Design exp_job_sequencer, sky130hd; sources not shown.
Figure 1. Congestion heat map (run 1).
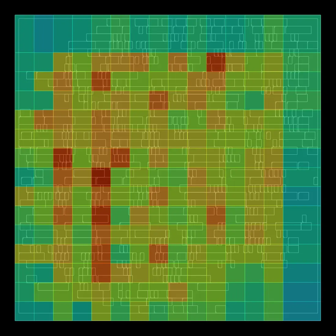
post-DR wirelength/cell: 13.1 um
GR Util met1: 21.6%

Figure 2. Power grid (run 1).
Bar = 20 um. Pins as bars on the die edge.
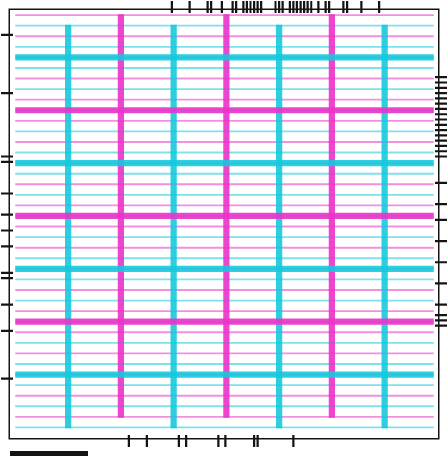
legend:
  VDD:
    color: magenta
  VSS:
    color: cyan
met5 straps: 7
met1 rails: 40
Worst VDD drop: 737 uV
core area: 11400 um2

Figure 3. Placed cells, one color a class (run 1).
Bar = 20 um.
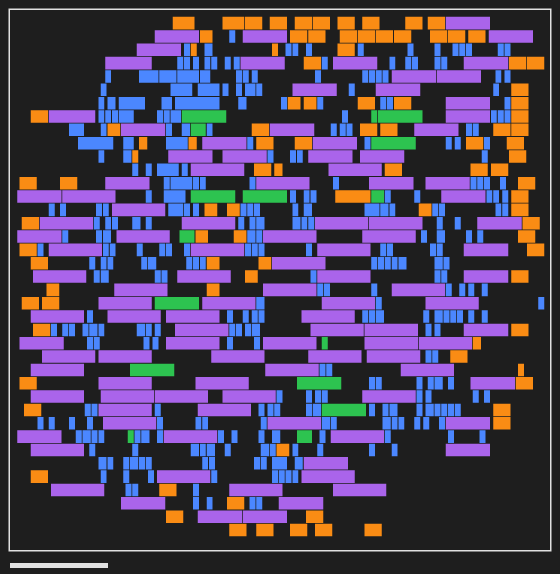
legend:
  remaining buffers and delay cells:
    color: orange
    cells: 99
    share_of_their_area: 16%
  remaining logic cells:
    color: blue
    cells: 350
    share_of_their_area: 26%
  registers:
    color: purple
    cells: 109
    share_of_their_area: 53%
  clock drivers and dummy loads:
    color: green
    cells: 16
    share_of_their_area: 4.7%
FP Rows: 39
Finished Cell Area: 5950 um2
sequential cell area share: 51.3%
Post-Route Utilization: 52.1%

==> run notes, run 1 <==
fresh numbers from the pnr run: vias in the first global route roughly 3000, CTS Root Cell clkbuf_16, Final HPWL DP 6.49 mm, tool warnings 32, Buffers excl. clock a little under 100, final worst setup slack just under 0.1 ns, net count after synthesis about 530, CTS clk-pin slew, worst paths about 0.070 ns, die height ~110 um, drt pass-1 iters 4, overall power between 8 and 9 mW, hold slack ~0.44 ns, Layout Cells excl Fill 717, clk latency late pin approximately 0.34 ns, detailed router's first-iteration violation count 133, CP Class flop to output pin, TritonCTS clock tree yes, mux frac, synth 0%, outcome finished clean, Setup Viol. Count Final 0, Top Layer Used met4, crit end category output pin, largest net degree at the start of global routing 34, die area 12100 um2, clkbuf count 9, register area between 3000 and 4000 um2, Data buffer area share around 16%
[run 1: per-layer routing]
layer / global-route usage [%] / up-vias
met5: 0 / -
li1: - / 1638
met3: 3.64 / 8
met1: 21.6 / 1523
met2: 28.3 / 54
met4: 3.38 / 0
[run 1: critical path, stage by stage, from the launching register on]
cell            delay, ns
dfrtp_1              0.39
inv_2                0.09
ha_4                 0.14
nand3_2              0.11
dlymetal6s2s_1       0.17
[run 1: cells in the mapped netlist, drive strengths merged]
master,number
xnor2,2
edfxtp,64
clkinv,1
nor2,6
nand2,204
xor2,3
ha,9
inv,82
nand3,37
buf,17
or2,2
fa,1
dfrtp,45
o21ai,2
conb,1
[run 1: report_power, final]
group	internal [mW]	leakage (nW)	switching (mW)
Sequential	3.29	1.14	0.353
Combinational	1.65	1.57	1.95
Clock	0.883	0.136	0.835
Figure 4. Clock distribution (run 1).
Bar = 20 um.
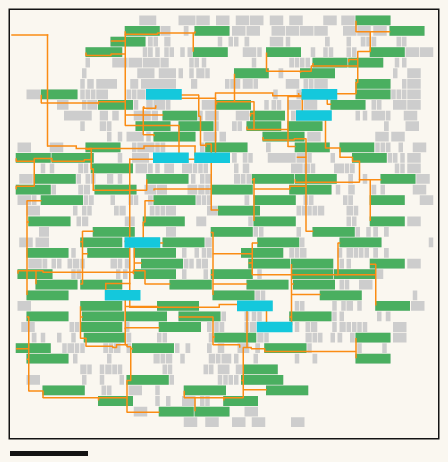

==> run 1 -> run 2 <==
- REMOVE_ABC_BUFFERS: default -> 1
- SKIP_CTS_REPAIR_TIMING: 1 -> default
- clock period: 1.9 -> 1.45 ns (I/O delays scaled with it)
Figure 5. Clock distribution (run 2).
Bar = 20 um.
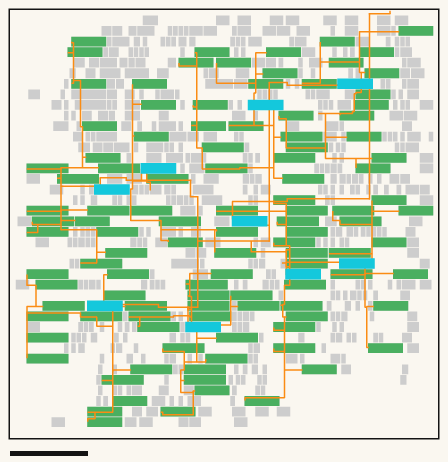
legend:
  flip-flops:
    color: green
    count: 109
  clock-net drivers:
    color: cyan
    count: 9
  clock wires:
    color: orange
    length: 1230 um
routed clock nets: 10
clock power share: 17.7%
Clock Power: 2.18 mW

==> run 2 against run 1 <==
  * The flow now finishes with violations (negative setup slack)
  * Sequential share of layout area fell by 2.8 points
  * Routed wire length up 0.55%
  * Non-clock buffer count grew 32
  * Area after synthesis unchanged
  * Largest power group is now combinational cells
==> run notes, run 2 <==
fresh numbers from the pnr run: Final HPWL DP 6.32 mm (-2.6%), Setup Viol. Count Final 4 (+4), crit end category output pin, failing checks negative setup slack, CTS Root Cell clkbuf_16, ys async rst share 41.3% (unchanged), tool warnings 33 (+3.1%), Synth top cells by count nand2_1, inv_1, edfxtp_1, die height 110 um (unchanged), ratio of cells with drive above 1 in the final layout between 10% and 20%, mux frac, synth 0% (unchanged), clk latency late pin 0.34 ns (about the same), detailed router's first-iteration violation count 185 (+39%), die area 12100 um2 (unchanged), FP Rows 39 (unchanged), outcome finished with violations, yosys cell count between 400 and 500, final worst setup slack -0.211 ns (-0.308 ns), Post-Route Utilization 55.1% (+3.0 points), RSZ-0062 raised after global routing true, vias in the first global route 2940 (-4.8%), hold slack 0.404 ns (-0.0306 ns), Comb gate area 1260 um2, overall power 12.3 mW (+38%), GR Util met1 20.6% (-1.0 points), gr busiest metal met2, TritonCTS clock tree yes, CTS Buffer Depth 2, AND/OR/NAND/NOR Cells, Area Fraction a little over a fifth, largest net degree at the start of global routing 46 (+35%), Complex Gates by Area less than 1%, drt pass-1 iters 4 (unchanged), Top FF cell, synth edfxtp_1, met2 usage 27.2% (-1.0 points), Top Layer Used met4, core area 11400 um2 (unchanged), Synth Seq Share around two thirds, Finished Cell Area 6290 um2 (+5.8%), Worst VDD drop 961 uV (+30%), met3 usage 4.06% (+0.41 points), Layout Cells excl Fill 749 (+4.5%), Synth top cell by count nand2_1, CP Class flop to output pin, register area 3050 um2 (about the same), CTS clk-pin slew, worst paths 0.07 ns (about the same)
Figure 6. Signal wires by layer (run 2).
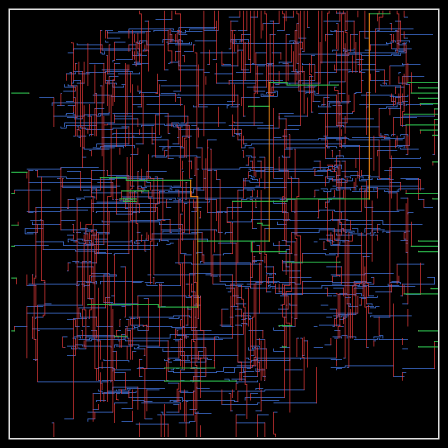
legend:
  M1:
    color: blue
    wire_length: 4170 um
  M2:
    color: red
    wire_length: 4810 um
  M4:
    color: orange
    wire_length: 123 um
  M3:
    color: green
    wire_length: 330 um
final wirelength: 9.43 mm
DR vias: 3316
post-DR wirelength/cell: 12.6 um

[run 2: area by class of cell]
type	count	area share (%)
Sequential cell	109	48.5
Multi-Input combinational cell	267	20.1
Timing Repair Buffer	131	19.5
Inverter	83	4.95
Clock buffer	9	3.58
Tap cell	143	2.84
Clock inverter	7	0.577
[run 2: what timing repair did]
item	in CTS	in global routing
gates cloned	1	0
setup buffers	11	11
hold buffers	0	0
setup endpoints to repair	93	108
pin swaps	5	3
resized	67	38
[run 2: report_power, final]
group          internal (mW)  switching (mW)  total (mW)
logic                   2.61            2.83        5.44
clock network           1.14            1.04        2.18
registers               4.31           0.389        4.70
[run 2: critical path: stages (launching register included)]
cell     delay, ns
dfrtp_1       0.41
nor2_4        0.15
buf_4         0.13
nand3_4       0.07
buf_6         0.12
No activity file was given, so power comes from the tool's default toggle rates.
